Figure 1. Met2 routing (run 1).
Cells faint in the background.
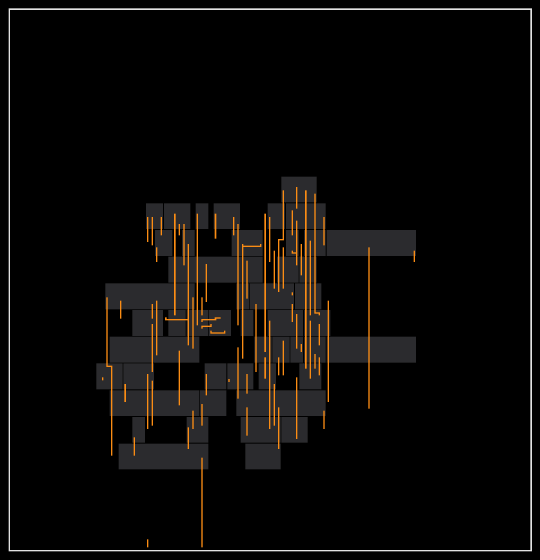
Figure 2. Cell classes on the final placement (run 1).
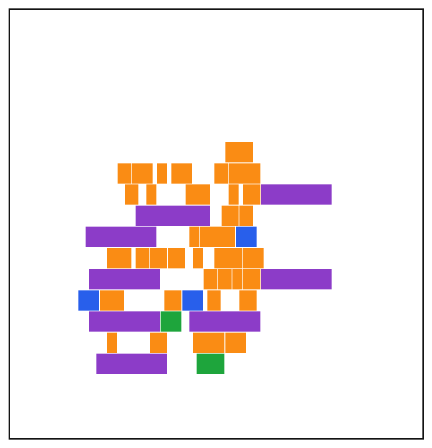
Figure 3. Metal 1 (run 1).
The bar under the picture is 20 um long. Supply wires on this layer in gray.
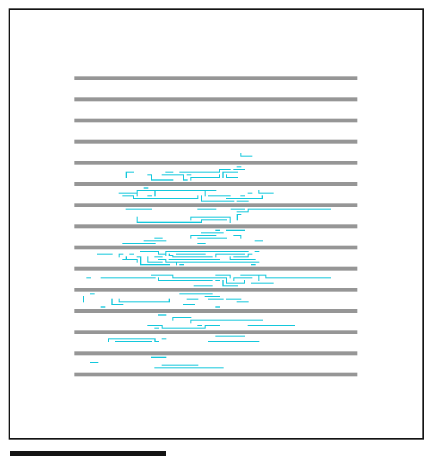
$ cat src/rtl/central_pu.sv
// rtl/central_pu.sv - accumulator CPU with unified memory; CENTRAL_PU_SHIFT_EN enables SHL/SHR

// Unified instruction/data memory: combinational read, synchronous write
module central_pu_mem #(
  parameter int WIDTH = 12,
  parameter int AW    = 5
) (
  input  logic             clk,
  input  logic             i_we,
  input  logic [AW-1:0]    i_waddr,
  input  logic [WIDTH-1:0] i_wdata,
  input  logic [AW-1:0]    i_raddr,
  output logic [WIDTH-1:0] o_rdata
);
  logic [WIDTH-1:0] internal_mem [0:(2**AW)-1];

  assign o_rdata = internal_mem[i_raddr];

  // Single write port, used only by ST during EXEC
  always_ff @(posedge clk) begin
    if (i_we) internal_mem[i_waddr] <= i_wdata;
  end
endmodule

module central_pu #(
  parameter int INSTR_SIZE   = 12,
  parameter int DATA_SIZE    = 8,
  parameter int OPCODE_SIZE  = 4,
  parameter int ADDR_SIZE    = 5,
  parameter int PROGRAM_SIZE = 16
) (
  input  logic clk,
  input  logic rst_n,
  output logic out_of_bounds
);
  typedef enum logic [1:0] {S_FETCH, S_EXEC, S_HALT} state_t;

  // Wide enough to hold pc plus a sign-extended 8-bit offset without overflow
  localparam int TW = ADDR_SIZE + DATA_SIZE + 1;
  localparam logic signed [TW-1:0] PROG_LIM = TW'(PROGRAM_SIZE);
  localparam logic signed [TW-1:0] ONE      = {{(TW-1){1'b0}}, 1'b1};

  state_t                  r_state, w_state_nxt;
  logic [ADDR_SIZE-1:0]    r_pc, w_pc_nxt;
  logic [DATA_SIZE-1:0]    r_acc, w_acc_nxt, w_acc_res;
  logic [INSTR_SIZE-1:0]   r_ir, w_ir_nxt;
  logic                    r_oob, w_oob_nxt;

  logic [OPCODE_SIZE-1:0]  w_opcode;
  logic [DATA_SIZE-1:0]    w_op;
  logic [ADDR_SIZE-1:0]    w_addr, w_raddr;
  logic [INSTR_SIZE-1:0]   w_rdata, w_wdata;
  logic [DATA_SIZE-1:0]    w_mem_val;
  logic                    w_we, w_st_op, w_halt_op, w_taken, w_out;
  logic signed [TW-1:0]    w_pc_ext, w_off_ext, w_seq, w_br, w_target;

  assign w_opcode  = r_ir[INSTR_SIZE-1 -: OPCODE_SIZE];
  assign w_op      = r_ir[DATA_SIZE-1:0];
  assign w_addr    = w_op[ADDR_SIZE-1:0];
  assign w_raddr   = (r_state == S_EXEC) ? w_addr : r_pc;
  assign w_mem_val = w_rdata[DATA_SIZE-1:0];
  assign w_wdata   = {{(INSTR_SIZE-DATA_SIZE){r_acc[DATA_SIZE-1]}}, r_acc};

  assign w_pc_ext  = {{(TW-ADDR_SIZE){1'b0}}, r_pc};
  assign w_off_ext = {{(TW-DATA_SIZE){w_op[DATA_SIZE-1]}}, w_op};
  assign w_seq     = w_pc_ext + ONE;
  assign w_br      = w_pc_ext + w_off_ext;
  assign w_target  = w_taken ? w_br : w_seq;
  assign w_out     = w_target[TW-1] || (w_target >= PROG_LIM);

  central_pu_mem #(.WIDTH(INSTR_SIZE), .AW(ADDR_SIZE)) mem0 (
    .clk     (clk),
    .i_we    (w_we),
    .i_waddr (w_addr),
    .i_wdata (w_wdata),
    .i_raddr (w_raddr),
    .o_rdata (w_rdata)
  );

  // Instruction decode: accumulator result, store request, branch decision
  always_comb begin
    w_acc_res = r_acc;
    w_st_op   = 1'b0;
    w_halt_op = 1'b0;
    w_taken   = 1'b0;
    case (w_opcode)
      4'h1: w_acc_res = w_mem_val;
      4'h2: w_acc_res = r_acc + w_mem_val;
      4'h3: w_acc_res = r_acc - w_mem_val;
      4'h4: w_acc_res = r_acc & w_mem_val;
      4'h5: w_acc_res = r_acc | w_mem_val;
      4'h6: w_acc_res = r_acc ^ w_mem_val;
      4'h7: w_acc_res = ~r_acc;
`ifdef CENTRAL_PU_SHIFT_EN
      4'h8: w_acc_res = {r_acc[DATA_SIZE-2:0], 1'b0};
      4'h9: w_acc_res = {r_acc[DATA_SIZE-1], r_acc[DATA_SIZE-1:1]};
`else
      4'h8, 4'h9: w_acc_res = r_acc;
`endif
      4'hA: w_acc_res = w_op;
      4'hB: w_acc_res = r_acc + w_op;
      4'hC: w_st_op   = 1'b1;
      4'hD: w_taken   = (r_acc == '0);
      4'hE: w_taken   = r_acc[DATA_SIZE-1];
      4'hF: w_halt_op = 1'b1;
      default: ;
    endcase
  end

  // FSM next state; an out-of-range target freezes pc, acc and memory
  always_comb begin
    w_state_nxt = r_state;
    w_pc_nxt    = r_pc;
    w_acc_nxt   = r_acc;
    w_ir_nxt    = r_ir;
    w_oob_nxt   = r_oob;
    w_we        = 1'b0;
    case (r_state)
      S_FETCH: begin
        w_ir_nxt    = w_rdata;
        w_state_nxt = S_EXEC;
      end
      S_EXEC: begin
        if (w_halt_op) begin
          w_state_nxt = S_HALT;
        end else if (w_out) begin
          w_oob_nxt   = 1'b1;
          w_state_nxt = S_HALT;
        end else begin
          w_pc_nxt    = w_target[ADDR_SIZE-1:0];
          w_acc_nxt   = w_acc_res;
          w_we        = w_st_op;
          w_state_nxt = S_FETCH;
        end
      end
      default: w_state_nxt = S_HALT;
    endcase
  end

  // State and architectural registers; memory is deliberately not reset
  always_ff @(posedge clk or negedge rst_n) begin
    if (!rst_n) begin
      r_state <= S_FETCH;
      r_pc    <= '0;
      r_acc   <= '0;
      r_ir    <= '0;
      r_oob   <= 1'b0;
    end else begin
      r_state <= w_state_nxt;
      r_pc    <= w_pc_nxt;
      r_acc   <= w_acc_nxt;
      r_ir    <= w_ir_nxt;
      r_oob   <= w_oob_nxt;
    end
  end

  assign out_of_bounds = r_oob;
endmodule

$ cat config.mk
export PLATFORM = sky130hd
export DESIGN_NAME = central_pu
export DESIGN_NICKNAME = d
export VERILOG_FILES = /design/src/rtl/central_pu.sv
export SDC_FILE = /design/constraint.sdc
export NUM_CORES = 1
export LEC_CHECK = 0
export CAP_MARGIN = 20
export CORE_AREA = 8 8 45 47
export CTS_CLUSTER_DIAMETER = 100
export DETAILED_ROUTE_END_ITERATION = 8
export DIE_AREA = 0 0 53 55
export DONT_BUFFER_PORTS = 1
export GPL_TIMING_DRIVEN = 0
export RECOVER_POWER = 100
export SLEW_MARGIN = 0
export SYNTH_ARGS = -nofsm -noshare
export SYNTH_HDL_FRONTEND = slang
export SYNTH_SLANG_ARGS = --single-unit
$ cat constraint.sdc
create_clock -name clk -period 1.6 [get_ports clk]
set_input_delay 0.16 -clock clk [delete_from_list [all_inputs] [get_ports clk]]
set_output_delay 0.16 -clock clk [all_outputs]
set_load 0.005 [all_outputs]
==> run_results.csv, run 1 <==
group,metric,value,unit
status,status,"finished clean",
flow_run,timing.max_cap.violations,0,
clocking,cts_max_level,1,
grt,track_usage,0.0622,
logic_synthesis,synth.ff_latch_count,8,
clocking,clkLatencyLatePin,0.26,ns
clocking,tritoncts,"built",
logic_synthesis,netlist_area,437,um^2
setup_path,critPathRequiredTime,1.79,ns
place,place_worst_setup_slack,0.0719,ns
setup_path,timing.critical_path.slowest_stage_cell,"dfrtp_2",
clocking,clock-sinks,8,
power,power.density_cell_area,737,mW/mm^2
logic_synthesis,fp_nets,47,
logic_synthesis,synth_xor_xnor_area_share,0,
setup_path,critical_path.max_stage_delay,0.44,ns
logic_synthesis,top_cell_type_by_total_area_after_synthesis,"dfrtp_1",
setup_path,worst_path_dominant_cell_family,"simple AND/OR/NAND/NOR gates",
final_layout,design.final.nets,53,
floorplan,io-pin-count,3,
flow_run,tool_warnings,26,
final_timing,period_used_share,0.949,
setup_path,critical_path.cell_chain,"ha_1 -> and3_2 -> and3_1 -> a21oi_1 -> a21o_2",
setup_path,cp_endpoint_kind,"flop",
power,power.net_switching,0.0000705,W
final_timing,final.setup.tns,0,ns
power,vdd_ir_drop_max,0.597,mV
logic_synthesis,ys_area,437,um^2
setup_path,cp.buffers_inverters,0,
logic_synthesis,synth_cell_types,23,
setup_path,cp.arrival,1.71,ns
logic_synthesis,syn-mean-instance-area,9.92,um^2
final_timing,finalMaxSlewViolations,0,
setup_path,timing.setup.critical_path_class,"flop to flop",
floorplan,initial_core_util,0.316,
grt,globalRouteOverflowTotal,0,
floorplan,die_y,55,um
logic_synthesis,synthesis.instances,44,
final_timing,timing.clock.skew,0.0116,ns
route,antenna_violating_nets_post_route,0,
floorplan,fp.dieArea,0.00292,mm^2
logic_synthesis,synthSimpleGateAreaFrac,0.272,
setup_path,critPathMaxFanout,8,
place,weighted_congestion_at_the_end_of_routability_driven_global_placement,0.775,
final_layout,n_fill_cell,153,
place,placed_cell_area,457,um^2
place,io_buffers,0,
final_layout,antenna-diode-count,0,
power,total_leakage_power,0.209,nW
logic_synthesis,yosys_warnings,0,
clocking,max-clock-path-buffers,2,
clocking,cts-root-buf,"clkbuf_4",
clocking,cts_inserted_buffers,3,
floorplan,placeableCoreArea,0.00138,mm^2
place,place_hpwl,551,um
final_layout,most-common-layout-cells,"7 x dfrtp_1, 4 x a31oi_1",
logic_synthesis,synth_compound_gate_area_share,0.189,
grt,grt_pass1_vias,306,
final_layout,final_common_cell,"dfrtp_1",
power,combinationalPowerShare,0.015,
route,firstDrtPassIters,3,
final_layout,design_area,489,um^2
power,clkPwrFrac,0.423,
grt,grt_first_pass_wirelength,1300,um
power,power.share.sequential,0.562,
final_timing,fin_ws,0.0818,ns
final_layout,layout-drive-gt1-share,0.250,
final_layout,syn_to_final_growth,12.0,%
final_timing,finalCriticalPeriod,1.52,ns
final_timing,max_freq,0.659,GHz
setup_path,startpoint_type,"flop",
grt,largest_net_degree_at_the_start_of_global_routing,9,
logic_synthesis,post_synth_fa_ha_maj_area_fraction,0.0287,
logic_synthesis,async_flop_share,1.00,
logic_synthesis,yosysTopAreaCellShare,0.458,
route,routed_via_density,5.52,
floorplan,die.size.x,53,um
final_timing,grt_setup_unrepaired,"no",
final_timing,setup_viol,0,
logic_synthesis,area_leaders,"dfrtp_1 46%, a31oi_1 5.7%, a21o_2 4.0%, nand3_1 3.4%, o21ai_0 3.4%",
final_timing,slew_headroom,0.754,
clocking,reg_clk_slew_reported_paths,0.06,ns
clocking,cts.repair_timing.setup_buffer_count,0,
logic_synthesis,mux_area_frac,0.0258,
final_timing,worst-slew-pin-transition,0.368,ns
logic_synthesis,postSynthSeqShare,0.458,
power,p_sw_frac,0.196,
power,fin_total_pwr,0.000360,W
grt,antenna_violations_before_repair,0,
route,remaining_drc_errors,0,
route,detail_route.iter0.violations,5,
logic_synthesis,enable_flop_cells,0,
min_path,min_path_type,"primary input to asynchronous set/reset pin",
logic_synthesis,combinational_family_with_the_most_area_after_synthesis,"simple AND/OR/NAND/NOR gates",
route,detail_route.wl_per_cell,12.0,um
logic_synthesis,synth_stat.cells,44,
power,power.internal,0.000290,W
final_timing,hold_viol_final,0,
logic_synthesis,yosys_most_used_dff,"dfrtp_1",
floorplan,floorplan.rows,14,
Notes on Figure 1 above:
43 nets have wire on it. The longest straight run is 18.0 um. The layer holds 45% of the routed length. The wires run mostly vertical.
met2 capacity usage during global routing: 0.0879
total number of vias: 353
total detailed-routing wirelength: 765 um

Notes on Figure 2 above:
remaining buffers and delay cells: drawn in green, cells 2. remaining logic cells: drawn in orange, cells 35. registers: drawn in purple, cells 8. clock-net drivers: drawn in blue, cells 3.

Notes on Figure 3 above:
The longest straight run is 12.0 um. The layer carries 352 um of wire.

==> run 1: power groups by stage <==
stage          combinational, W  sequential [W]  clock (W)
2_1_floorplan    0.000000000106        0.000206          0
3_3_place_gp     0.000000000106        0.000206          0
3_5_place_dp     0.000000000106        0.000206          0
4_1_cts              0.00000584        0.000203   0.000158
5_1_grt              0.00000646        0.000202   0.000162
6_report             0.00000545        0.000203   0.000152
==> run 1: worst paths after layout <==
kind	startpoint	end	slack (ns)	cells past startpoint
max reg2reg	r_pc[0]$_DFFE_PN0P_	r_state[1]$_DFF_PN0_	0.08	5
min reg2reg	r_state[1]$_DFF_PN0_	r_state[0]$_DFF_PN0_	0.46	1
max in group asynchronous	rst_n	r_pc[0]$_DFFE_PN0P_	1.06	1
max	r_pc[0]$_DFFE_PN0P_	r_state[1]$_DFF_PN0_	0.08	5
min	rst_n	r_pc[3]$_DFFE_PN0P_	0.25	1
min in group clk	r_state[1]$_DFF_PN0_	r_state[0]$_DFF_PN0_	0.46	1
==> run 1: routing by layer <==
layer / track usage / vias up / wire (um) / share of wire
met2: 0.0879 / 6 / 346 / 0.45
met5: 0 / - / 0 / 0
met4: 0.0388 / 0 / 23 / 0.030
met3: 0.0374 / 4 / 43 / 0.056
li1: - / 176 / - / -
met1: 0.0697 / 167 / 352 / 0.46
==> run 1: per-stage QoR <==
stage | instances | hold WS (ns) | util
final | 64 | 0.249 | 0.354
after detailed placement | 60 | -0.135 | 0.330
after global routing | 64 | 0.281 | 0.354
after floorplan | 44 | -0.136 | -
after CTS | 64 | 0.259 | 0.354
after global placement | 60 | -0.135 | 0.330
==> run 1: what timing repair did <==
| action | CTS | global route |
|---|---|---|
| hold buffers | 1 | 0 |
| hold endpoints to repair | 8 | 0 |
| endpoints found under the setup margin | 0 | 4 |
| resized | 0 | 3 |
==> run 1: synth_stat cells, types with 2 or more instances <==
master	instances
dfrtp_1	8
and3_1	2
nor2_1	3
nand3_1	3
a31oi_1	4
nand2_1	3
a21o_2	2
o21ai_0	3
a21oi_1	2
==> run 1: registers in the layout, indices dropped and copies added (netlist names) <==
signal         count
r_state            2
out_of_bounds      1
r_pc               5
==> run 1: layout make-up <==
type,instances,area [um^2],share of cell area
sequential,8,201,0.412
clock buffer,3,22.5,0.0460
multi-input combinational,34,224,0.458
inverter,1,3.75,0.00767
buffer,1,7.51,0.0153
tap,16,20.0,0.0409
timing repair buffer,1,10.0,0.0205
==> run 1: kinds of logic (layout without fill, tap and decap cells) <==
| kind of cell | Yosys count | in the layout |
|---|---|---|
| compound gates | 13 | 13 |
| fa+ha+maj | 1 | 1 |
| buf+inv | 2 | 6 |
| flops | 8 | 8 |
| mux | 1 | 1 |
| simple gates | 19 | 19 |
Figure 4. Routing congestion map (run 1).
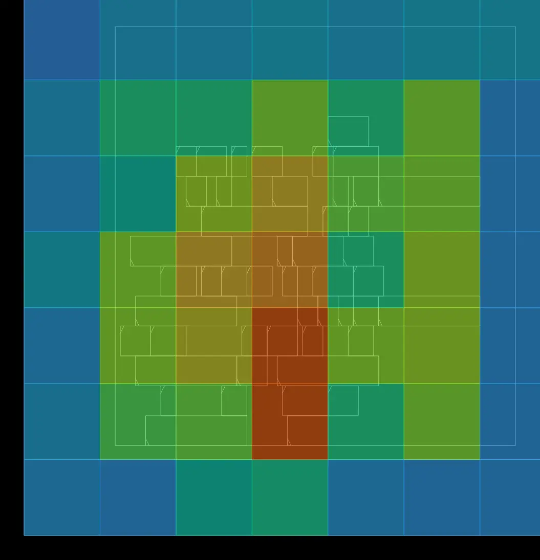

==> run 1 -> run 2 <==
CORE_AREA = 3 3 40 42   (was 8 8 45 47)
CTS_BUF_LIST = sky130_fd_sc_hd__clkbuf_2 sky130_fd_sc_hd__clkbuf_4 sky130_fd_sc_hd__clkbuf_8   (was unset)
DIE_AREA = 0 0 43 45   (was 0 0 53 55)
HOLD_SLACK_MARGIN = 0.15   (was unset)
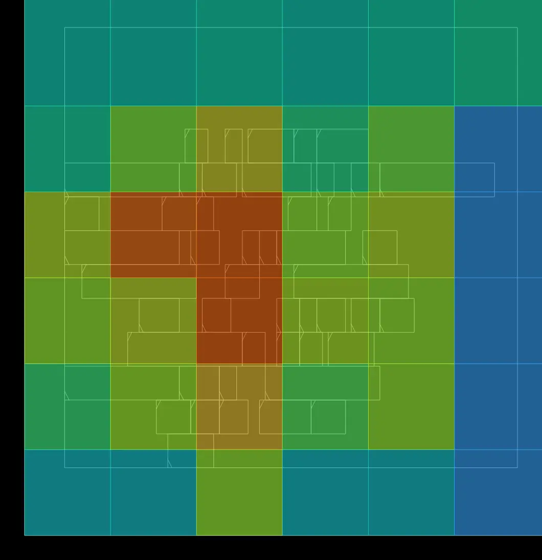
Figure 5: run 2, routing congestion map.
Finished Core Util: 0.386
met2 capacity usage during global routing: 0.132

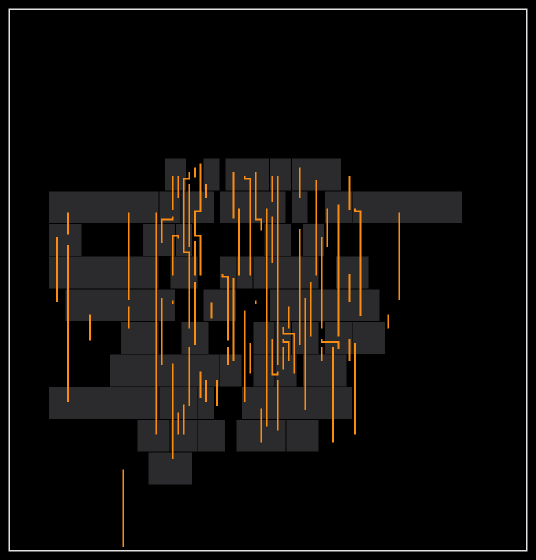
Figure 6: run 2, met2 routing.
Cells faint in the background.
The longest straight run is 18.4 um. 41 nets have wire on it.
total detailed-routing wirelength: 775 um
total number of vias: 338

==> run_results.csv, run 2 <==
group,metric,value,unit
setup_path,critPathRequiredTime,1.73,ns
final_layout,most-common-layout-cells,"8 x dfrtp_1, 4 x a31oi_1",
clocking,reg_clk_slew_reported_paths,0.06,ns
logic_synthesis,ys_area,437,um^2
logic_synthesis,enable_flop_cells,0,
logic_synthesis,fp_nets,47,
place,numPlacedInstances,59,
floorplan,placeableCoreArea,0.00128,mm^2
setup_path,cp_endpoint_kind,"flop",
final_timing,worst-slew-pin-transition,0.368,ns
grt,antenna_violations_before_repair,0,
route,firstDrtPassIters,3,
final_timing,setup_viol,0,
route,detail_route.wl_per_cell,12.3,um
logic_synthesis,synth_stat.cells,44,
flow_run,timing.max_cap.violations,0,
setup_path,setup.reg_to_reg.worst_slack,0.08,ns
final_layout,n_fill_cell,128,
clocking,tritoncts,"built",
logic_synthesis,top_cell_type_by_total_area_after_synthesis,"dfrtp_1",
setup_path,cp.arrival,1.65,ns
place,place_hpwl,555,um
status,status,"finished clean",
power,total_leakage_power,0.210,nW
floorplan,die.size.x,43,um
final_layout,design.final.nets,53,
clocking,clkLatencyLatePin,0.25,ns
final_timing,period_used_share,0.950,
final_layout,syn_to_final_growth,13.5,%
grt,global_route_met3_usage,0.0717,
power,vdd_ir_drop_max,0.441,mV
floorplan,floorplan.rows,13,
final_timing,hold_viol_final,0,
place,placed_cell_area,455,um^2
final_timing,finalMaxSlewViolations,0,
final_timing,slew_headroom,0.754,
final_layout,final_cell_count_no_fill,63,
clocking,max-clock-path-buffers,2,
grt,grt_first_pass_wirelength,1440,um
power,power.density_cell_area,724,mW/mm^2
min_path,min_path_type,"primary input to asynchronous set/reset pin",
clocking,cts-root-buf,"clkbuf_4",
final_timing,grt_setup_unrepaired,"no",
final_layout,max_flop_register,"r_pc",
floorplan,io-pin-count,3,
setup_path,rr_worst_depth,5,
logic_synthesis,yosysTopAreaCellShare,0.458,
setup_path,critPathMaxFanout,6,
final_timing,finalCriticalPeriod,1.52,ns
final_timing,max_freq,0.658,GHz
setup_path,reg2reg_from,"r_pc[1]$_DFFE_PN0P_",
grt,track_usage,0.107,
setup_path,startpoint_type,"flop",
logic_synthesis,postSynthSeqShare,0.458,
clocking,cts.repair_timing.setup_buffer_count,0,
logic_synthesis,yosys_most_used_dff,"dfrtp_1",
clocking,clock-sinks,8,
route,remaining_drc_errors,0,
route,detail_route.iter0.violations,6,
logic_synthesis,synth_cell_types,23,
clocking,cts_inserted_buffers,3,
route,antenna_violating_nets_post_route,0,
grt,grt_util_met1,0.138,
logic_synthesis,synthesis.instances,44,
final_layout,largest_register_ffs,5,
final_timing,timing.clock.skew,0.0100,ns
logic_synthesis,top_cells_by_count,"8 x dfrtp_1, 4 x a31oi_1",
setup_path,rr_endpoint,"r_state[1]$_DFF_PN0_",
grt,globalRouteOverflowTotal,0,
place,io_buffers,0,
place,weighted_congestion_at_the_end_of_routability_driven_global_placement,0.761,
logic_synthesis,netlist_area,437,um^2
route,routed_via_density,5.37,
logic_synthesis,yosys_warnings,0,
final_layout,final_common_cell,"dfrtp_1",
-- run 2: cell counts after synthesis --
No cell type changed its count.
-- run 2: area by class of cell --
| type | count | area (um^2) | area share |
|---|---|---|---|
| timing repair buffer | 1 | 10.0 | 0.0202 |
| buffer | 1 | 7.51 | 0.0152 |
| multi-input combinational | 34 | 233 | 0.470 |
| inverter | 1 | 3.75 | 0.00758 |
| clock buffer | 3 | 22.5 | 0.0455 |
| tap | 15 | 18.8 | 0.0379 |
| sequential | 8 | 200 | 0.404 |
-- run 2: cell families (layout without fill, tap and decap cells) --
| logic type | after synthesis | after routing | synth area share |
|---|---|---|---|
| and+or+nand+nor | 19 | 19 | 0.272 |
| AOI/OAI and AO/OA | 13 | 13 | 0.189 |
| DFF | 8 | 8 | 0.458 |
| buffers and inverters | 2 | 6 | 0.0258 |
| adders and majority gates | 1 | 1 | 0.0286 |
| muxes | 1 | 1 | 0.0258 |
-- run 2: worst max path at each step --
stage / depth (start not counted) / end / slack, ns / startpoint
global placement: 5 / r_pc[0]$_DFFE_PN0P_ / 0.09 / r_pc[1]$_DFFE_PN0P_
detailed placement: 5 / r_state[1]$_DFF_PN0_ / 0.07 / r_pc[0]$_DFFE_PN0P_
global route: 5 / r_pc[0]$_DFFE_PN0P_ / 0.003 / r_pc[1]$_DFFE_PN0P_
floorplan: 5 / r_state[1]$_DFF_PN0_ / 0.20 / r_pc[0]$_DFFE_PN0P_
finish: 5 / r_state[1]$_DFF_PN0_ / 0.08 / r_pc[1]$_DFFE_PN0P_
CTS: 5 / r_state[1]$_DFF_PN0_ / 0.06 / r_pc[0]$_DFFE_PN0P_
-- run 2: critical path: stages (launching register included) --
cell and delay [ns]:
dfrtp_1 0.44, ha_2 0.26, and3_2 0.26, and3_1 0.17, a21oi_1 0.05, a21o_2 0.22
-- run 2: per-layer routing --
layer  vias to the layer above  part of all wire
met2                         6              0.44
met4                         0             0.012
li1                        174                 -
met5                         -                 0
met1                       156              0.50
met3                         2             0.052
-- run 2: metrics by stage --
step	utilization	power (W)	setup WS [ns]
after detailed placement	0.354	0.000206	0.0713
after global routing	0.386	0.000384	0.00291
after CTS	0.380	0.000366	0.0593
final	0.386	0.000359	0.0804
after floorplan	-	0.000206	0.198
after global placement	0.354	0.000206	0.0874
-- run 2: timing repair --
action / in CTS / in global routing
endpoints found under the setup margin: 0 / 4
resized: 0 / 2
endpoints found under the hold margin: 8 / 0
hold buffers: 1 / 0
-- run 2: report_power, final --
group	leakage, nW	total [W]	switching (W)	internal, W
Clock	0.0138	0.000151	0.0000652	0.0000856
Combinational	0.116	0.00000544	0.00000376	0.00000168
Sequential	0.0804	0.000203	0	0.000203
==> run 2 -> run 3 <==
clock period = 1.8 ns   (was 1.6 ns; I/O delays follow)
==> run_results.csv, run 3 <==
group,metric,value,unit
logic_synthesis,async_flop_share,1.00,
grt,largest_net_degree_at_the_start_of_global_routing,9,
clocking,cts.repair_timing.setup_buffer_count,0,
floorplan,fp.dieArea,0.00194,mm^2
route,detail_route.iter0.violations,5,
logic_synthesis,area_leaders,"dfrtp_1 46%, a31oi_1 5.7%, a21o_2 4.0%, nand3_1 3.4%, o21ai_0 3.4%",
clocking,max-clock-path-buffers,2,
final_layout,max_flop_register,"r_pc",
clocking,cts_max_level,1,
place,weighted_congestion_at_the_end_of_routability_driven_global_placement,0.761,
flow_run,tool_warnings,26,
setup_path,cp.arrival,1.71,ns
final_layout,fin_util,0.379,
final_layout,syn_to_final_growth,11.5,%
clocking,clkLatencyLatePin,0.25,ns
power,total_leakage_power,0.204,nW
power,power.density_cell_area,655,mW/mm^2
final_timing,period_used_share,0.874,
place,io_buffers,0,
setup_path,critical_path.max_stage_delay,0.45,ns
flow_run,timing.max_cap.violations,0,
logic_synthesis,yosysTopAreaCellShare,0.458,
final_timing,max_freq,0.636,GHz
setup_path,timing.critical_path.slowest_stage_cell,"dfrtp_1",
logic_synthesis,synth.ff_latch_count,8,
final_layout,antenna-diode-count,0,
logic_synthesis,postSynthSeqShare,0.458,
logic_synthesis,yosys_most_used_dff,"dfrtp_1",
final_timing,setup_viol,0,
setup_path,critical_path.cell_chain,"ha_1 -> and3_1 -> and3_1 -> a21oi_1 -> a21o_2",
route,dr_total_vias,333,
floorplan,placeableCoreArea,0.00128,mm^2
power,fin_total_pwr,0.000319,W
final_timing,final.setup.tns,0,ns
logic_synthesis,fp_nets,47,
logic_synthesis,top_cells_by_count,"8 x dfrtp_1, 4 x a31oi_1",
final_timing,slew_headroom,0.757,
floorplan,initial_core_util,0.340,
clocking,ctsHoldBuffers,1,
setup_path,cp_endpoint_kind,"flop",
setup_path,crit_path_frequent_cell,"and3_1",
status,status,"finished clean",
final_layout,layout-drive-gt1-share,0.208,
setup_path,worst_path_dominant_cell_family,"simple AND/OR/NAND/NOR gates",
clocking,post_cts_resized,0,
floorplan,floorplan.rows,13,
logic_synthesis,synth_cell_types,23,
grt,grt_first_pass_wirelength,1440,um
logic_synthesis,most_common_cell,"dfrtp_1",
setup_path,cp.buffers_inverters,0,
min_path,min_path_type,"primary input to asynchronous set/reset pin",
power,vdd_ir_drop_max,0.392,mV
grt,grt_pass1_vias,310,
logic_synthesis,top_cell_type_by_total_area_after_synthesis,"dfrtp_1",
final_timing,worst-slew-pin-transition,0.363,ns
logic_synthesis,synth_stat.cells,44,
route,firstDrtPassIters,4,
final_layout,most-common-layout-cells,"8 x dfrtp_1, 4 x a31oi_1",
route,remaining_drc_errors,0,
setup_path,critPathRequiredTime,1.93,ns
final_timing,timing.clock.skew,0.00968,ns
setup_path,timing.setup.critical_path_class,"flop to flop",
logic_synthesis,netlist_area,437,um^2
final_layout,largest_register_ffs,5,
final_timing,hold_viol_final,0,
clocking,cts_inserted_buffers,3,
[run 3: worst register-to-register path, cell delays in order (launching register included)]
cell     delay [ns]
dfrtp_1        0.45
ha_1           0.26
and3_1         0.29
and3_1         0.19
a21oi_1        0.05
a21o_2         0.22
[run 3: path summary, 6_finish.rpt]
path	start	to	slack (ns)	cells after the start
min in group clk	r_state[1]$_DFF_PN0_	r_state[0]$_DFF_PN0_	0.45	1
max in group asynchronous	rst_n	r_pc[0]$_DFFE_PN0P_	1.26	1
hold reg to reg	r_state[1]$_DFF_PN0_	r_state[0]$_DFF_PN0_	0.45	1
setup / recovery	r_pc[1]$_DFFE_PN0P_	r_state[1]$_DFF_PN0_	0.23	5
hold / removal	rst_n	r_state[0]$_DFF_PN0_	0.27	1
setup reg to reg	r_pc[1]$_DFFE_PN0P_	r_state[1]$_DFF_PN0_	0.23	5
[run 3: metal layers]
| layer | global-route usage | vias to the layer above | part of all wire |
|---|---|---|---|
| met1 | 0.138 | 150 | 0.50 |
| met5 | 0 | - | 0 |
| met2 | 0.132 | 6 | 0.43 |
| met3 | 0.0717 | 2 | 0.054 |
| li1 | - | 175 | - |
| met4 | 0.0542 | 0 | 0.012 |
[run 3: kinds of logic (layout without fill, tap and decap cells)]
| logic type | Yosys count | after routing | synth area share |
|---|---|---|---|
| adder cells (fa/ha/maj) | 1 | 1 | 0.0286 |
| AND-OR/OR-AND | 13 | 13 | 0.189 |
| buffers and inverters | 2 | 6 | 0.0258 |
| flip-flops | 8 | 8 | 0.458 |
| multiplexers | 1 | 1 | 0.0258 |
| AND/OR/NAND/NOR | 19 | 19 | 0.272 |
[run 3: layout make-up]
type / count / area [um^2]
fill: 129 / 798
multi-input combinational: 34 / 224
sequential: 8 / 200
clock buffer: 3 / 22.5
tap: 15 / 18.8
timing repair buffer: 1 / 10.0
buffer: 1 / 7.51
inverter: 1 / 3.75
[run 3: through the flow]
stage	hold WS (ns)	std cells	worst slack, ns	instance area (um^2)
global route	0.283	63	0.0958	487
detailed placement	-0.115	59	0.271	455
finish	0.270	63	0.226	487
global placement	-0.115	59	0.287	455
floorplan	-0.116	44	0.398	437
CTS	0.278	63	0.259	488
[run 3: where the power goes]
part	switching (W)	leakage [nW]	internal [W]
sequential	0	0.0804	0.000180
combinational	0.00000330	0.110	0.00000149
clock	0.0000577	0.0138	0.0000761
total	0.0000610	0.204	0.000258
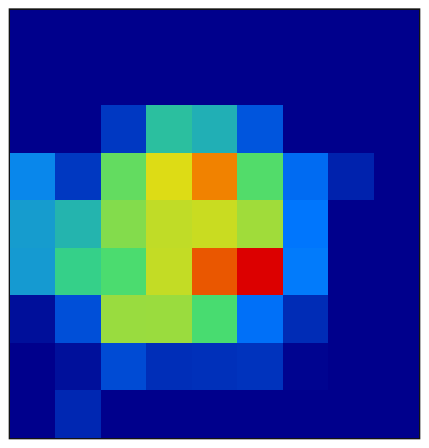
Figure 7: run 3, signal metal coverage by tile.
9 x 9 tiles, from dark blue (low) to red (high), scaled to the fullest tile. Values are wire area over tile area, all layers added.
The densest ninth of the die: middle. 52% of the tiles are nearly empty. The fullest tile reaches 0.34.
Global Route Usage Sum: 0.107
Wirelength per Cell: 12.1 um

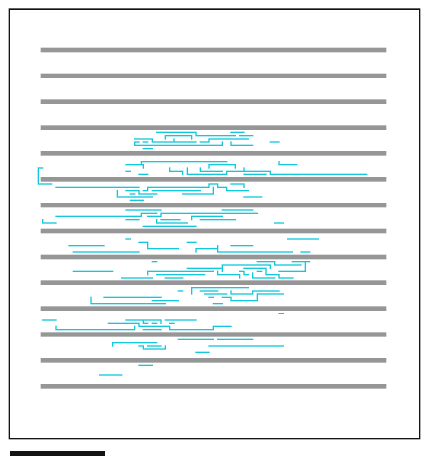
Figure 8: run 3, metal 1.
The bar under the picture is 10 um long. Supply wires on this layer in gray.
The layer holds 51% of the routed length. The layer carries 387 um of wire. The longest straight run is 10.1 um.
global-route track usage on met1: 0.138
total detailed-routing wirelength: 765 um

No activity file was given, so power comes from the tool's default toggle rates.
